Figure 1. Supply network (run 1).
(2 px per um) Pins as bars on the die edge.
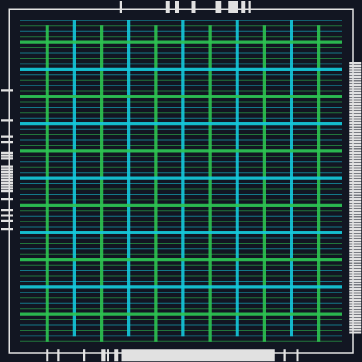
Figure 2. Placement by cell class (run 1).
(1.5 px per um) Fill, decap, tap and diode cells in gray.
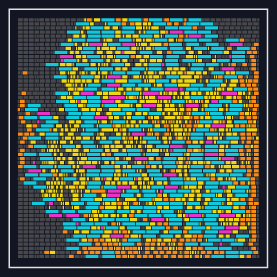
Figure 3. Routed clock nets over the placement (run 1).
(3 px per um)
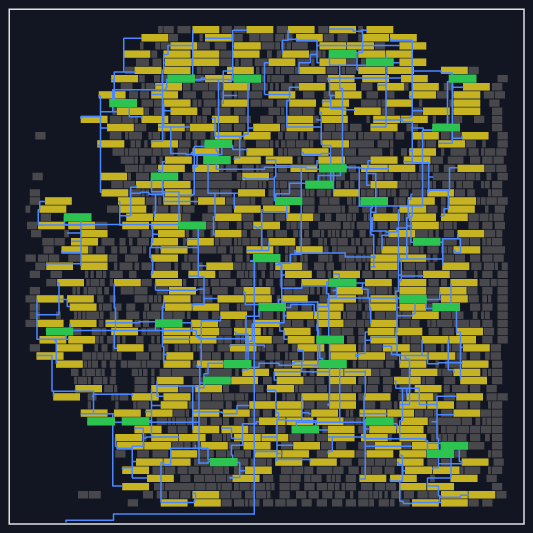
--- src/rtl/mmio_gpio_pwm_if.sv ---
// Load/store port between the core, this peripheral and data memory.
interface mmio_gpio_pwm_if;
   logic        write_mem;
   logic        read_mem;
   logic [31:0] data_address;
   logic [31:0] data_to_write;
   logic [31:0] data_from_mem;
   logic [31:0] data_read;

   modport master (
      output write_mem, read_mem, data_address, data_to_write, data_from_mem,
      input  data_read
   );

   modport slave (
      input  write_mem, read_mem, data_address, data_to_write, data_from_mem,
      output data_read
   );
endinterface

--- src/rtl/mmio_gpio_pwm.sv ---
// GPIO with synchronised inputs, rising-edge flags and interrupt, plus NUM_PWM
// PWM channels sharing one prescaled counter, in a 64-byte window on the data bus.
module mmio_gpio_pwm #(
   parameter int unsigned GPIO_WIDTH = 32,
   parameter int unsigned NUM_PWM    = 4,
   parameter int unsigned PWM_WIDTH  = 8,
   parameter logic [31:0] BASE_ADDR  = 32'hFFFF_FFC0
) (
   input  logic                  clk,
   input  logic                  rst,
   mmio_gpio_pwm_if.slave        bus,
   input  logic [GPIO_WIDTH-1:0] IO_in,
   output logic [GPIO_WIDTH-1:0] IO_out,
   output logic [GPIO_WIDTH-1:0] IO_oe,
   output logic [NUM_PWM-1:0]    pwm_out,
   output logic                  irq
);

   typedef enum logic [3:0] {
      REG_OUT      = 4'd0,
      REG_IN       = 4'd1,
      REG_OE       = 4'd2,
      REG_EDGE     = 4'd3,
      REG_MASK     = 4'd4,
      REG_PRESCALE = 4'd5,
      REG_PWM_EN   = 4'd6,
      REG_CNT      = 4'd7
   } reg_e;

   logic [GPIO_WIDTH-1:0] r_out, r_oe, r_edge, r_mask;
   logic [GPIO_WIDTH-1:0] r_sync1, r_sync, r_sync_d;
   logic [15:0]           r_prescale, r_pre;
   logic [NUM_PWM-1:0]    r_pwm_en, r_pwm_out;
   logic [PWM_WIDTH-1:0]  r_cnt;
   logic [NUM_PWM-1:0][PWM_WIDTH-1:0] r_duty_sh, r_duty_act;
   logic                  r_irq;

   logic                  w_hit, w_aligned, w_wr, w_tick, w_wrap;
   logic [3:0]            w_idx;
   logic [31:0]           w_rdata;
   logic [GPIO_WIDTH-1:0] w_rise;

   assign w_hit     = (bus.data_address[31:6] == BASE_ADDR[31:6]);
   assign w_aligned = (bus.data_address[1:0] == 2'b00);
   assign w_idx     = bus.data_address[5:2];
   assign w_wr      = bus.write_mem && w_hit && w_aligned;
   assign w_rise    = r_sync & ~r_sync_d;
   assign w_tick    = (r_pre == r_prescale);
   assign w_wrap    = w_tick && (r_cnt == '1);

   always_comb begin
      w_rdata = '0;
      if (w_aligned) begin
         case (w_idx)
            REG_OUT:      w_rdata = 32'(r_out);
            REG_IN:       w_rdata = 32'(r_sync);
            REG_OE:       w_rdata = 32'(r_oe);
            REG_EDGE:     w_rdata = 32'(r_edge);
            REG_MASK:     w_rdata = 32'(r_mask);
            REG_PRESCALE: w_rdata = 32'(r_prescale);
            REG_PWM_EN:   w_rdata = 32'(r_pwm_en);
            REG_CNT:      w_rdata = 32'(r_cnt);
            default: begin
               for (int unsigned i = 0; i < NUM_PWM; i++)
                  if (w_idx == 4'(8 + i)) w_rdata = 32'(r_duty_sh[i]);
            end
         endcase
      end
   end

   // Reads see register state before any same-cycle write.
   assign bus.data_read = (bus.read_mem && w_hit) ? w_rdata : bus.data_from_mem;

   always_ff @(posedge clk or posedge rst) begin
      if (rst) begin
         r_out      <= '0;
         r_oe       <= '0;
         r_mask     <= '0;
         r_prescale <= '0;
         r_pwm_en   <= '0;
      end else if (w_wr) begin
         case (w_idx)
            REG_OUT:      r_out      <= bus.data_to_write[GPIO_WIDTH-1:0];
            REG_OE:       r_oe       <= bus.data_to_write[GPIO_WIDTH-1:0];
            REG_MASK:     r_mask     <= bus.data_to_write[GPIO_WIDTH-1:0];
            REG_PRESCALE: r_prescale <= bus.data_to_write[15:0];
            REG_PWM_EN:   r_pwm_en   <= bus.data_to_write[NUM_PWM-1:0];
            default:      ;
         endcase
      end
   end

   always_ff @(posedge clk or posedge rst) begin
      if (rst) begin
         r_sync1  <= '0;
         r_sync   <= '0;
         r_sync_d <= '0;
         r_edge   <= '0;
         r_irq    <= 1'b0;
      end else begin
         r_sync1  <= IO_in;
         r_sync   <= r_sync1;
         r_sync_d <= r_sync;
         // A new edge overrides a simultaneous write-1-to-clear.
         if (w_wr && w_idx == REG_EDGE)
            r_edge <= (r_edge & ~bus.data_to_write[GPIO_WIDTH-1:0]) | w_rise;
         else
            r_edge <= r_edge | w_rise;
         r_irq <= |(r_edge & r_mask);
      end
   end

   always_ff @(posedge clk or posedge rst) begin
      if (rst) begin
         r_pre <= '0;
         r_cnt <= '0;
      end else begin
         // Shrinking PRESCALE below pre restarts the count without a tick.
         if (w_tick || (r_pre > r_prescale)) r_pre <= '0;
         else                                r_pre <= r_pre + 16'd1;
         if (w_tick) r_cnt <= r_cnt + PWM_WIDTH'(1);
      end
   end

   always_ff @(posedge clk or posedge rst) begin
      if (rst) begin
         r_duty_sh  <= '0;
         r_duty_act <= '0;
         r_pwm_out  <= '0;
      end else begin
         for (int unsigned i = 0; i < NUM_PWM; i++) begin
            if (w_wr && w_idx == 4'(8 + i))
               r_duty_sh[i] <= bus.data_to_write[PWM_WIDTH-1:0];
            if (w_wrap || !r_pwm_en[i])
               r_duty_act[i] <= r_duty_sh[i];
            r_pwm_out[i] <= r_pwm_en[i] && (r_cnt < r_duty_act[i]);
         end
      end
   end

   assign IO_out  = r_out;
   assign IO_oe   = r_oe;
   assign pwm_out = r_pwm_out;
   assign irq     = r_irq;

endmodule

--- src/flat_wrapper.sv ---
// flat-port wrapper written by rule: the top's interface ports become plain ports
module mmio_gpio_pwm_flat 
#(
   parameter int unsigned GPIO_WIDTH = 32,
   parameter int unsigned NUM_PWM    = 4,
   parameter int unsigned PWM_WIDTH  = 8,
   parameter logic [31:0] BASE_ADDR  = 32'hFFFF_FFC0
)
  (clk, rst, IO_in, IO_out, IO_oe, pwm_out, irq, bus_write_mem, bus_read_mem, bus_data_address, bus_data_to_write, bus_data_from_mem, bus_data_read);
  mmio_gpio_pwm_if bus_i ();
  input  logic clk;
  input  logic rst;
  input  logic [GPIO_WIDTH-1:0] IO_in;
  output logic [GPIO_WIDTH-1:0] IO_out;
  output logic [GPIO_WIDTH-1:0] IO_oe;
  output logic [NUM_PWM-1:0] pwm_out;
  output logic irq;
  input wire logic [$bits(bus_i.write_mem)-1:0] bus_write_mem;
  input wire logic [$bits(bus_i.read_mem)-1:0] bus_read_mem;
  input wire logic [$bits(bus_i.data_address)-1:0] bus_data_address;
  input wire logic [$bits(bus_i.data_to_write)-1:0] bus_data_to_write;
  input wire logic [$bits(bus_i.data_from_mem)-1:0] bus_data_from_mem;
  output wire logic [$bits(bus_i.data_read)-1:0] bus_data_read;
  assign bus_i.write_mem = bus_write_mem;
  assign bus_i.read_mem = bus_read_mem;
  assign bus_i.data_address = bus_data_address;
  assign bus_i.data_to_write = bus_data_to_write;
  assign bus_i.data_from_mem = bus_data_from_mem;
  assign bus_data_read = bus_i.data_read;
  mmio_gpio_pwm #(.GPIO_WIDTH(GPIO_WIDTH), .NUM_PWM(NUM_PWM), .PWM_WIDTH(PWM_WIDTH), .BASE_ADDR(BASE_ADDR)) u_core (.clk(clk), .rst(rst), .bus(bus_i), .IO_in(IO_in), .IO_out(IO_out), .IO_oe(IO_oe), .pwm_out(pwm_out), .irq(irq));
endmodule
--- config.mk ---
export PLATFORM = sky130hd
export DESIGN_NAME = mmio_gpio_pwm_flat
export DESIGN_NICKNAME = d
export VERILOG_FILES = /design/src/rtl/mmio_gpio_pwm_if.sv /design/src/rtl/mmio_gpio_pwm.sv /design/src/flat_wrapper.sv
export SDC_FILE = /design/constraint.sdc
export NUM_CORES = 1
export LEC_CHECK = 0
export CAP_MARGIN = 10
export CORE_MARGIN = 5
export CORE_UTILIZATION = 59
export CTS_CLUSTER_DIAMETER = 150
export DETAILED_ROUTE_END_ITERATION = 10
export GPL_TIMING_DRIVEN = 0
export PLACE_DENSITY = 0.92
export SLEW_MARGIN = 0
export SYNTH_ARGS = -nofsm -noshare
export SYNTH_HDL_FRONTEND = slang
export SYNTH_SLANG_ARGS = --single-unit
--- constraint.sdc ---
create_clock -name clk -period 31.7 [get_ports clk]
set_input_delay 6.34 -clock clk [delete_from_list [all_inputs] [get_ports clk]]
set_output_delay 6.34 -clock clk [all_outputs]
set_load 0.05 [all_outputs]
==> notes.md, run 1 <==
run results: outcome=complete, no violations, CLK BUF=48, GR Layer Usage met1=0.4233, placement-stage cell area=18070 um2, vias in the first global route=12750, clk buf depth=3, global-route wire length before repair=75.18 mm, hold buffers post-CTS=0, Syn Area/Cell=12.52 um2, Post-DRT Antenna Nets=0, MI comb cells=752, FP Util=0.5926, layout inverter count without the clock tree=85, Non-CTS buffers=279, tap cells=335, family with the most delay on the worst path=buffers and inverters, GRT met2 Usage=0.5465, DIE AREA=29280 um2, switch share=0.2295, fin worst setup slack=14.76 ns, max-cap violation count=0, Final setup viols=0, global route overflow=0, area growth from synthesis to final layout=25.66%, crit path max fanout=10, cells on worst reg2reg path=6, yosys cell count=1223, Tcrit/Tclk final=0.5345, crit path time final=16.94 ns, largest class=flip-flops and latches, utilization after layout=0.7447, WL met1=17.15 mm, startpoint types=input pin, Post-synth top cells=337 x dfrtp_1, 166 x mux2_2, 106 x nand2_1, top-count cell post-synth=dfrtp_1, FF+latch area=8433 um2, setup_tns=0 ns, Post-synth top flop=dfrtp_1, DR WL met2=23.15 mm, Top Consumer=registers, FMAX=0.05902 GHz, worst reg2reg path endpoint=u_core.r_duty_act[0]
Notes on Figure 1 above:
[green] VSS
[cyan] VDD
rows: 59
signal pins: 233

Notes on Figure 2 above:
[cyan] sequential cells | cells: 337 | share of their area: 45%
[magenta] clock drivers and dummy loads | cells: 61 | share of their area: 6.2%
[orange] remaining buffers and delay cells | cells: 279 | share of their area: 14%
[yellow] combinational and other logic | cells: 837 | share of their area: 35%
standard-cell rows: 59
design area: 19240 um2
sequential cell area share: 0.4383

Notes on Figure 3 above:
[yellow] flip-flops | count: 337
[green] clock drivers | count: 35
[blue] clock wires | length: 3810 um
flops lie: spread over the die
Final Skew: 0.01508 ns
clock network power: 0.000419 W
power share of the clock group: 0.453

==> inputs of run 2 (changes only) <==
--- a/config.mk
+++ b/config.mk
@@ -7,11 +7,11 @@
 export LEC_CHECK = 0
 export CAP_MARGIN = 10
 export CORE_MARGIN = 5
-export CORE_UTILIZATION = 59
+export CORE_UTILIZATION = 54
 export CTS_CLUSTER_DIAMETER = 150
 export DETAILED_ROUTE_END_ITERATION = 10
 export GPL_TIMING_DRIVEN = 0
-export PLACE_DENSITY = 0.92
+export PLACE_DENSITY = 0.86
 export SLEW_MARGIN = 0
 export SYNTH_ARGS = -nofsm -noshare
 export SYNTH_HDL_FRONTEND = slang
==> constraint.sdc (replaced) <==
create_clock -name clk -period 16.3 [get_ports clk]
set_input_delay 3.26 -clock clk [delete_from_list [all_inputs] [get_ports clk]]
set_output_delay 3.26 -clock clk [all_outputs]
set_load 0.05 [all_outputs]
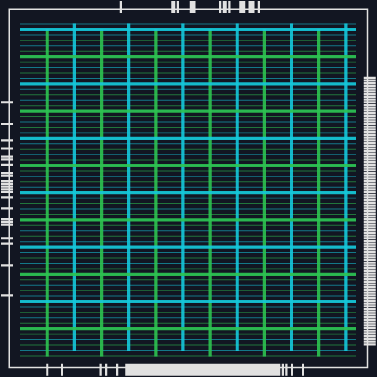
Figure 4: run 2, supply network.
(2 px per um) Pins as bars on the die edge.
[green] VSS
[cyan] VDD
rows: 61
met5 straps: 12
met1 rails: 62
signal pins: 233
met4 straps: 12

==> run 2 against run 1 <==
Against the previous run: first-iteration DRC count down 18%; final area increased by 0.21%; critical path type unchanged; critical endpoint is now bus_data_read[20]; sequential share of layout area shrank 0.091 points; critical path depth rose by 1; combinational power up 91%; wire length is 3.6% lower; synthesized area unchanged; total power up 93%; flip-flop count unchanged.
==> notes.md, run 2 <==
run results: crit path max fanout=10 (unchanged), GRT met2 Usage=0.4797 (-0.06678), Syn Area/Cell=12.52 um2 (unchanged), switch share=0.2290 (-0.0005524), MI comb cells=752 (unchanged), worst reg2reg path endpoint=u_core.r_duty_act[16], WL met1=18.44 mm (+7.5%), Post-synth top cells=337 x dfrtp_1, 166 x mux2_2, 106 x nand2_1, global route overflow=0 (unchanged), CLK BUF=47 (-2.1%), FMAX=0.09377 GHz, Final setup viols=0 (unchanged), cells on worst reg2reg path=6 (unchanged), clock network power=0.000800 W (+91%), sequential cell area share=0.4374 (-0.0009093), design area=19280 um2 (+0.21%), outcome=complete, no violations, hold buffers post-CTS=0 (unchanged), top-count cell post-synth=dfrtp_1, layout inverter count without the clock tree=85 (unchanged), vias in the first global route=12200 (-4.3%), GR Layer Usage met1=0.3947 (-0.02861), standard-cell rows=61 (+3.4%), Non-CTS buffers=280 (+0.36%), utilization after layout=0.6921 (-0.05258), yosys cell count=1223 (unchanged), clk buf depth=3 (unchanged), area growth from synthesis to final layout=25.92%, DIE AREA=31820 um2 (+8.7%), global-route wire length before repair=73.08 mm (-2.8%), startpoint types=input pin, Tcrit/Tclk final=0.6543, Final Skew=0.01302 ns (-0.002057 ns), largest class=flip-flops and latches
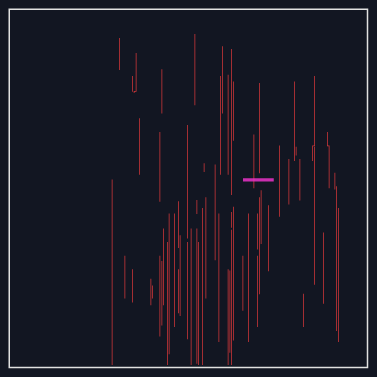
Figure 5: run 2, signal wires by layer.
(2 px per um) Two of the layers only.
[magenta] metal 5 | wire length: 13.8 um
[red] metal 4 | wire length: 2500 um
WL/cell: 25.31 um
drt total wl: 47.98 mm
All-Layer GR Usage: 0.3034

Power is estimated from default activity; no workload was simulated.
